[src/rtl/fetch_stage_pkg.sv]
// Shared pipeline definitions for the fetch stage and its IF/ID latch.
// Latency: none (types and constants only).
// Backpressure: not applicable.
package fetch_stage_pkg;

  localparam logic [31:0] NOP_WORD  = 32'h0000_0000;
  localparam logic [31:0] HALT_WORD = 32'hFFFF_FFFF;

  localparam int INSTR_W = 32;
  localparam int NPC_W   = 32;

  typedef enum logic [1:0] {
    BOOT = 2'd0,
    RUN  = 2'd1,
    HALT = 2'd2
  } fetch_state_e;

  // Branch targets are byte addresses; fetch only ever uses word-aligned PCs.
  function automatic logic [31:0] word_align(input logic [31:0] addr);
    return {addr[31:2], 2'b00};
  endfunction

endpackage

[src/rtl/fetch_stage_if.sv]
// Handshake/bus bundle between fetch, hazard unit, instruction memory and decode.
// Latency: none (wires only).
// Backpressure: stall is the only hold control; no ready signal exists.
interface fetch_stage_if #(
  parameter int ADDR_W = 7
);
  import fetch_stage_pkg::*;

  logic                stall;
  logic                pc_src;
  logic [31:0]         branch_target;
  logic                flush;
  logic [ADDR_W-1:0]   imem_addr;
  logic [31:0]         imem_data;
  logic [INSTR_W-1:0]  if_id_instr;
  logic [NPC_W-1:0]    if_id_npc;
  logic                if_id_valid;
  logic                halted;
  logic [15:0]         fetch_count;

  // Fetch stage side.
  modport master (
    input  stall, pc_src, branch_target, flush, imem_data,
    output imem_addr, if_id_instr, if_id_npc, if_id_valid, halted, fetch_count
  );

  // Environment side: hazard unit, MEM branch logic, imem and decode.
  modport slave (
    output stall, pc_src, branch_target, flush, imem_data,
    input  imem_addr, if_id_instr, if_id_npc, if_id_valid, halted, fetch_count
  );

endinterface

[src/rtl/fetch_stage_if_id_reg.sv]
// IF/ID pipeline latch: instruction, PC+4 and valid bit.
// Latency: 1 cycle from load/bubble to outputs.
// Backpressure: holds contents when neither load nor bubble is asserted.
module if_id_reg
  import fetch_stage_pkg::*;
#(
  parameter logic [31:0] NOP_W = NOP_WORD
) (
  input  logic               clk,
  input  logic               rst,
  input  logic               load_i,
  input  logic               bubble_i,
  input  logic [INSTR_W-1:0] instr_i,
  input  logic [NPC_W-1:0]   npc_i,
  output logic [INSTR_W-1:0] instr_o,
  output logic [NPC_W-1:0]   npc_o,
  output logic               valid_o
);

  logic [INSTR_W-1:0] instr_q, instr_d;
  logic [NPC_W-1:0]   npc_q, npc_d;
  logic               valid_q, valid_d;

  // Bubble wins over load; with neither the latch simply holds.
  always_comb begin
    instr_d = instr_q;
    npc_d   = npc_q;
    valid_d = valid_q;
    if (bubble_i) begin
      instr_d = NOP_W;
      npc_d   = '0;
      valid_d = 1'b0;
    end else if (load_i) begin
      instr_d = instr_i;
      npc_d   = npc_i;
      valid_d = 1'b1;
    end
  end

  // Register the latch; reset leaves a bubble behind.
  always_ff @(posedge clk) begin
    if (!rst) begin
      instr_q <= NOP_W;
      npc_q   <= '0;
      valid_q <= 1'b0;
    end else begin
      instr_q <= instr_d;
      npc_q   <= npc_d;
      valid_q <= valid_d;
    end
  end

  assign instr_o = instr_q;
  assign npc_o   = npc_q;
  assign valid_o = valid_q;

endmodule

[src/rtl/fetch_stage.sv]
// Program counter, fetch FSM (BOOT/RUN/HALT) and IF/ID capture for the 5-stage pipe.
// Latency: imem_addr combinational from pc; IF/ID updates 1 cycle after fetch.
// Backpressure: stall freezes pc and IF/ID; pc_src overrides stall; flush bubbles IF/ID.
module fetch_stage
  import fetch_stage_pkg::*;
#(
  parameter int          ADDR_W = 7,
  parameter logic [31:0] NOP_W  = NOP_WORD,
  parameter logic [31:0] HALT_W = HALT_WORD
) (
  input  logic          clk,
  input  logic          rst,
  fetch_stage_if.master bus
);

  fetch_state_e state_q;
  logic [31:0]  pc_q;
  logic [31:0]  pc_plus4;
  logic         halted_q;
  logic [15:0]  count_q;

  logic         ifid_load;
  logic         ifid_bubble;
  logic         take_halt;

  assign pc_plus4      = pc_q + 32'd4;
  assign bus.imem_addr = pc_q[ADDR_W+1:2];

  // Decode this cycle's IF/ID action from state and pipeline controls.
  always_comb begin
    ifid_load   = 1'b0;
    ifid_bubble = 1'b0;
    take_halt   = 1'b0;
    case (state_q)
      RUN: begin
        if (bus.pc_src || bus.flush) begin
          // Wrong-path fetch or explicit flush: discard whatever imem returns.
          ifid_bubble = 1'b1;
        end else if (!bus.stall) begin
          if (bus.imem_data == HALT_W) begin
            // The halt word itself never enters decode.
            ifid_bubble = 1'b1;
            take_halt   = 1'b1;
          end else begin
            ifid_load = 1'b1;
          end
        end
      end
      HALT:    ifid_bubble = 1'b1;
      default: ;
    endcase
  end

  // PC, fetch FSM, halted flag and valid-fetch counter.
  always_ff @(posedge clk) begin
    if (!rst) begin
      state_q  <= BOOT;
      pc_q     <= '0;
      halted_q <= 1'b0;
      count_q  <= '0;
    end else begin
      if (ifid_load && count_q != 16'hFFFF) begin
        count_q <= count_q + 16'd1;
      end
      case (state_q)
        BOOT: state_q <= RUN;
        RUN: begin
          if (bus.pc_src) begin
            pc_q <= word_align(bus.branch_target);
          end else if (!bus.stall) begin
            if (take_halt) begin
              state_q  <= HALT;
              halted_q <= 1'b1;
            end else begin
              pc_q <= pc_plus4;
            end
          end
        end
        HALT: begin
          // A redirect means the halt word came down a mispredicted path.
          if (bus.pc_src) begin
            pc_q     <= word_align(bus.branch_target);
            state_q  <= RUN;
            halted_q <= 1'b0;
          end
        end
        default: state_q <= BOOT;
      endcase
    end
  end

  // Only bits [ADDR_W+1:2] address imem; the low target bits are dropped by alignment.
  logic unused_bits;
  assign unused_bits = ^bus.branch_target[1:0];

  if_id_reg #(
    .NOP_W (NOP_W)
  ) u_if_id_reg (
    .clk      (clk),
    .rst      (rst),
    .load_i   (ifid_load),
    .bubble_i (ifid_bubble),
    .instr_i  (bus.imem_data),
    .npc_i    (pc_plus4),
    .instr_o  (bus.if_id_instr),
    .npc_o    (bus.if_id_npc),
    .valid_o  (bus.if_id_valid)
  );

  assign bus.halted      = halted_q;
  assign bus.fetch_count = count_q;

endmodule

[src/flat_wrapper.sv]
// flat-port wrapper written by rule: the top's interface ports become plain ports
module fetch_stage_flat import fetch_stage_pkg::*;
#(
  parameter int          ADDR_W = 7,
  parameter logic [31:0] NOP_W  = NOP_WORD,
  parameter logic [31:0] HALT_W = HALT_WORD
)
  (clk, rst, bus_stall, bus_pc_src, bus_branch_target, bus_flush, bus_imem_data, bus_imem_addr, bus_if_id_instr, bus_if_id_npc, bus_if_id_valid, bus_halted, bus_fetch_count);
  fetch_stage_if #(.ADDR_W(ADDR_W)) bus_i ();
  input  logic clk;
  input  logic rst;
  input wire logic [$bits(bus_i.stall)-1:0] bus_stall;
  input wire logic [$bits(bus_i.pc_src)-1:0] bus_pc_src;
  input wire logic [$bits(bus_i.branch_target)-1:0] bus_branch_target;
  input wire logic [$bits(bus_i.flush)-1:0] bus_flush;
  input wire logic [$bits(bus_i.imem_data)-1:0] bus_imem_data;
  output wire logic [$bits(bus_i.imem_addr)-1:0] bus_imem_addr;
  output wire logic [$bits(bus_i.if_id_instr)-1:0] bus_if_id_instr;
  output wire logic [$bits(bus_i.if_id_npc)-1:0] bus_if_id_npc;
  output wire logic [$bits(bus_i.if_id_valid)-1:0] bus_if_id_valid;
  output wire logic [$bits(bus_i.halted)-1:0] bus_halted;
  output wire logic [$bits(bus_i.fetch_count)-1:0] bus_fetch_count;
  assign bus_i.stall = bus_stall;
  assign bus_i.pc_src = bus_pc_src;
  assign bus_i.branch_target = bus_branch_target;
  assign bus_i.flush = bus_flush;
  assign bus_i.imem_data = bus_imem_data;
  assign bus_imem_addr = bus_i.imem_addr;
  assign bus_if_id_instr = bus_i.if_id_instr;
  assign bus_if_id_npc = bus_i.if_id_npc;
  assign bus_if_id_valid = bus_i.if_id_valid;
  assign bus_halted = bus_i.halted;
  assign bus_fetch_count = bus_i.fetch_count;
  fetch_stage #(.ADDR_W(ADDR_W), .NOP_W(NOP_W), .HALT_W(HALT_W)) u_core (.clk(clk), .rst(rst), .bus(bus_i));
endmodule
[config.mk]
export PLATFORM = sky130hd
export DESIGN_NAME = fetch_stage_flat
export DESIGN_NICKNAME = d
export VERILOG_FILES = /design/src/rtl/fetch_stage_pkg.sv /design/src/rtl/fetch_stage_if.sv /design/src/rtl/fetch_stage_if_id_reg.sv /design/src/rtl/fetch_stage.sv /design/src/flat_wrapper.sv
export SDC_FILE = /design/constraint.sdc
export NUM_CORES = 1
export LEC_CHECK = 0
export CORE_MARGIN = 2
export CORE_UTILIZATION = 46
export DETAILED_ROUTE_END_ITERATION = 16
export PLACE_DENSITY = 0.79
export SYNTH_ARGS = -nofsm -noshare
export SYNTH_HDL_FRONTEND = slang
export SYNTH_HIERARCHICAL = 1
export SYNTH_SLANG_ARGS = --single-unit
[constraint.sdc]
create_clock -name clk -period 2.7 [get_ports clk]
set_input_delay 0.675 -clock clk [delete_from_list [all_inputs] [get_ports clk]]
set_output_delay 0.675 -clock clk [all_outputs]
set_load 0.02 [all_outputs]
Metal 2:
(3 px per µm)
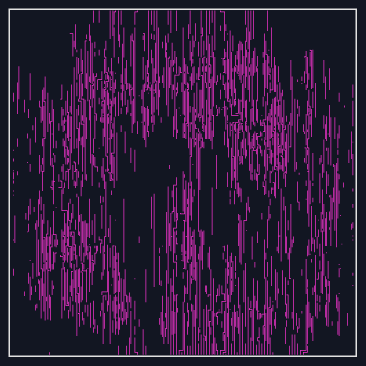
The wires run mostly vertical. The layer holds 48% of the routed length.
GR Util met2: 39.1%
final wirelength: 15800 µm
Via Count: 5463

The clock network:
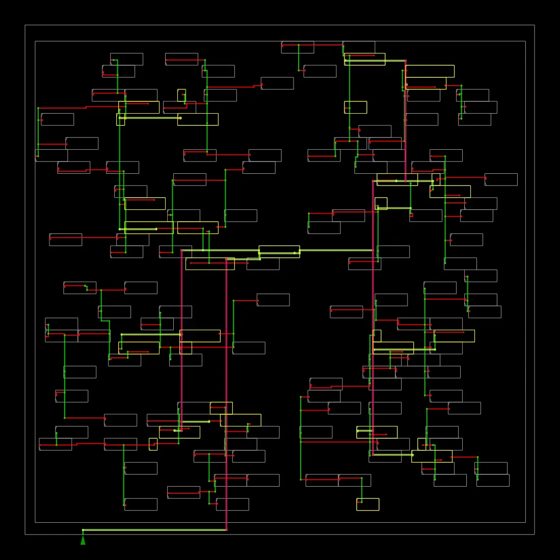
Seq Cell Count: 114
CLK BUF: 20
CTS sink cnt: 114

Where the registers sit:
(3 px per µm)
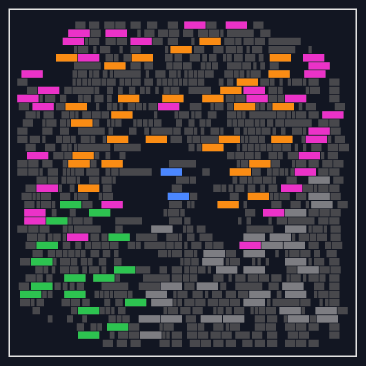
Green marks `u_core/bus.fetch_count`, flops 16, where south-west. Blue marks `u_core/state_q`, flops 2. Magenta marks `u_core/u_if_id_reg/npc_o`, flops 32. Orange marks `u_core/pc_q`, flops 30.
Another 34 sequential cells are not colored.
Seq/total area: 28.6%
final cell utilization of the core: 66.1%
Register Area: 0.00228 mm²
P_seq: 2.02 mW

Floorplan with the power grid:
(3 px per µm) Pins as bars on the die edge.
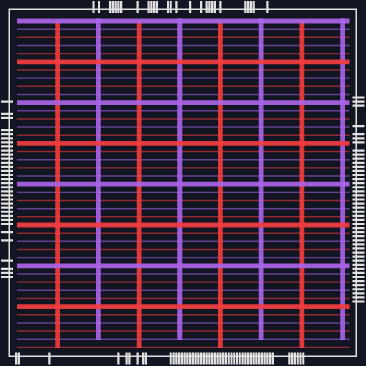
Purple marks VDD. Red marks VSS.
8 straps on met5. The core has 40 rows. 158 signal pins sit on the boundary.
Die H: 115 µm
maximum VDD drop: 0.436 mV
core box area: 0.0121 mm²
die outline width: 115 µm

==> impl_metrics.tcl <==
# metrics dict for downstream scripts
set metrics [dict create \
    most-common-layout-cells "clkdlybuf4s50_1 (154), dfxtp_1 (114), nor2_1 (83)" \
    cap_viol_max_count 0 \
    timing.rr.start "u_core/pc_q[10]$_SDFFE_PN0P_" \
    async_reset_ff_share_pct 0 \
    power_mw 5.70 \
    warnings 30 \
    power.density_mw_per_mm2 715 \
    place_congestion 0.894 \
    pin_count 158 \
    hold_viol_final 0 \
    synth_warnings 6 \
    switching_power_mw 1.73 \
    r2r_slack_ps 480 \
    clk_latency_ps 410 \
    drive_above_1_share_pct 9.58 \
    p_clk_share_pct 39.8 \
    cts_buffers 17 \
    p_comb_mw 1.41 \
    yosysTopAreaCell "dfxtp_1" \
    arrival_ps 2740 \
    fmax_mhz 408 \
    crit_end "u_core/u_if_id_reg/npc_o[15]$_SDFFE_PP0P_" \
    diodes 0 \
    tightest_slew_ps 672 \
    fin_nets 866 \
    edf_count 0 \
    slew_viol_final 0 \
    fin_skew_ps 8.56 \
    leakage_nw 2.77 \
    first_pass_iters 5 \
    min_path_type "flip-flop to flip-flop" \
    path_clk_slew_ps 50 \
    synth_seq_share_pct 40.1 \
    top_cells_by_area "dfxtp_1 (40%), mux2i_1 (11%), nor2_1 (5.5%)" \
    cts_tree "done" \
    met1_usage_pct 29.1 \
    p_comb_share_pct 24.8 \
    fp_util_pct 47.1 \
    cp_max_fo 45 \
    swShare_pct 30.3 \
    drc 0 \
    syn-cell-area_mm2 0.00569 \
    tns_ps 0 \
    cts_buffer_depth 2 \
    grt_pass1_wl_um 25200 \
    grt_pass1_vias 5216 \
    startpoint "bus_imem_data[15]" \
    cts_resized 0 \
    start_kind "input port" \
    rows 40 \
    grt-ovfl-total 0 \
    worstReg2RegEnd "u_core/u_if_id_reg/npc_o[26]$_SDFFE_PP0P_" \
    post_drt_wl_per_cell_um 16.2 \
    final_antenna_net_count 0 \
    ys_cells 646 \
    dp_hpwl_um 10900 \
    rsz0062_at_grt "false" \
    vias_per_cell 5.62 \
    period_used_pct 90.8 \
    clk-power_mw 2.27 \
    ys.flop_type "dfxtp_1" \
    syn_to_final_growth_pct 40.3 \
    htree_levels 4 \
    final_area_mm2 0.00798 \
    status "finished, final reports clean" \
    cts_root_buf "clkbuf_16" \
    relSlewSlack_pct 54.9 \
    fin_crit_ps 2450 \
    cp_data_required_time_ps 2990 \
    gr-usage-all-layers_pct 23.8 \
    portBuffers 155 \
    yosysUniqueCellTypes 60 \
    crit_path_end_kind "flip-flop" \
    synth.avg_cell_area_um2 8.80 \
    pwr-share-seq_pct 35.5 \
    hold_ws_ps 481 \
    intPower_mw 3.98 \
    top_cell_area_share_pct 40.1 \
    rr_worst_depth 7 \
    path_class "input port to flip-flop" \
    die_area_mm2 0.0133 \
    setup_viol 0 \
    power-top-group "the clock network" \
    grt_antenna_before_repair 0 \
    layout_top_cell "clkdlybuf4s50_1" \
    dpl_cell_area_mm2 0.00738 \
    yosysChipArea_mm2 0.00569 \
    synth_flops 114 \
    holdBufCountCts 0 \
    top_usage_layer "met2" \
    syn_inst 646 \
    grt_max_degree 54 \
    post_cts_buffers 0 \
    grt_use_met3_pct 6.27 \
    first_iter_violations 368 \
]
-- worst min path at each step --
stage,startpoint,end,slack [ps],depth (start not counted)
after global placement,u_core/u_if_id_reg/valid_o$_SDFFE_PP0P_,u_core/u_if_id_reg/valid_o$_SDFFE_PP0P_,450,2
after detailed placement,u_core/u_if_id_reg/valid_o$_SDFFE_PP0P_,u_core/u_if_id_reg/valid_o$_SDFFE_PP0P_,480,2
final,u_core/u_if_id_reg/valid_o$_SDFFE_PP0P_,u_core/u_if_id_reg/valid_o$_SDFFE_PP0P_,480,2
after global routing,u_core/u_if_id_reg/instr_o[27]$_SDFFE_PP0P_,u_core/u_if_id_reg/instr_o[27]$_SDFFE_PP0P_,510,2
after floorplan,u_core/pc_q[8]$_SDFFE_PN0P_,u_core/pc_q[8]$_SDFFE_PN0P_,470,2
after CTS,u_core/u_if_id_reg/valid_o$_SDFFE_PP0P_,u_core/u_if_id_reg/valid_o$_SDFFE_PP0P_,490,2
-- synthesized netlist by cell type (2+ instances only) --
cell,n
o221a_2,2
o311a_1,2
xor2_1,3
a311oi_1,2
and4_1,5
a31oi_1,2
xnor2_1,22
buf_4,14
a21oi_1,26
dfxtp_1,114
o41ai_1,7
o21ai_0,14
nor2_1,83
inv_1,18
a22oi_1,2
o31ai_1,10
nor3_1,10
o221ai_1,8
a32o_1,2
o31a_1,4
nand4_1,19
and2_1,4
and3_1,8
nand2b_1,9
nor4_1,14
nand2_1,33
o21a_1,3
or3_1,3
mux2i_1,65
o311ai_0,4
ha_1,5
or2_2,7
clkbuf_1,21
o211ai_1,7
o32ai_1,4
buf_8,5
or4_1,6
buf_2,13
nand3_1,45
-- through the flow --
stage                     std cells  util, %  worst slack, ps
after floorplan                 647        -              180
final                           972     66.1              249
after CTS                       972     66.1              273
after global placement          941     61.2            -98.3
after detailed placement        941     61.2             -139
after global routing            972     66.1             80.9
-- sequential cells by signal, indices dropped and copies added (netlist names) --
signal,cells
u_core/bus.fetch_count,16
u_core/bus.halted,1
u_core/pc_q,30
u_core/state_q,2
u_core/u_if_id_reg/instr_o,32
u_core/u_if_id_reg/npc_o,32
u_core/u_if_id_reg/valid_o,1
-- layer usage --
metal  wire, µm  share of wire [%]  up-vias
met1       6670                 42     2569
met4        350                2.2        0
met2       7630                 48      238
met3       1130                7.1       25
li1           -                  -     2631
met5          0                  0        -
-- area by class of cell --
type                            instances  area [µm²]
Inverter                               19        72.6
Sequential cell                       114        2280
Timing Repair Buffer                  181        1800
Multi-Input combinational cell        459        3010
Clock inverter                         11         135
Tap cell                              168         210
Fill cell                             980        4080
Clock buffer                           20         467
-- worst max-delay path, cell delays in order --
cell,delay (ps)
clkdlybuf4s50_1,490
nand4_1,100
nor4_1,460
buf_4,230
a311oi_1,90
nor2_1,100
o21a_1,110
nand2b_2,140
buf_12,240
nor2_1,80
-- cells by family (layout without fill, tap and decap cells) --
logic type / after synthesis / after routing / synth area share (%)
mux: 65 / 65 / 11.4
compound gates: 108 / 108 / 13.6
other cells: 1 / 2 / 0.0659
simple gates: 254 / 254 / 22.6
fa+ha+maj: 5 / 5 / 1.10
xor+xnor: 25 / 25 / 3.85
buf+inv: 74 / 231 / 7.22
flops: 114 / 114 / 40.1
Power and IR drop assume default switching activity.
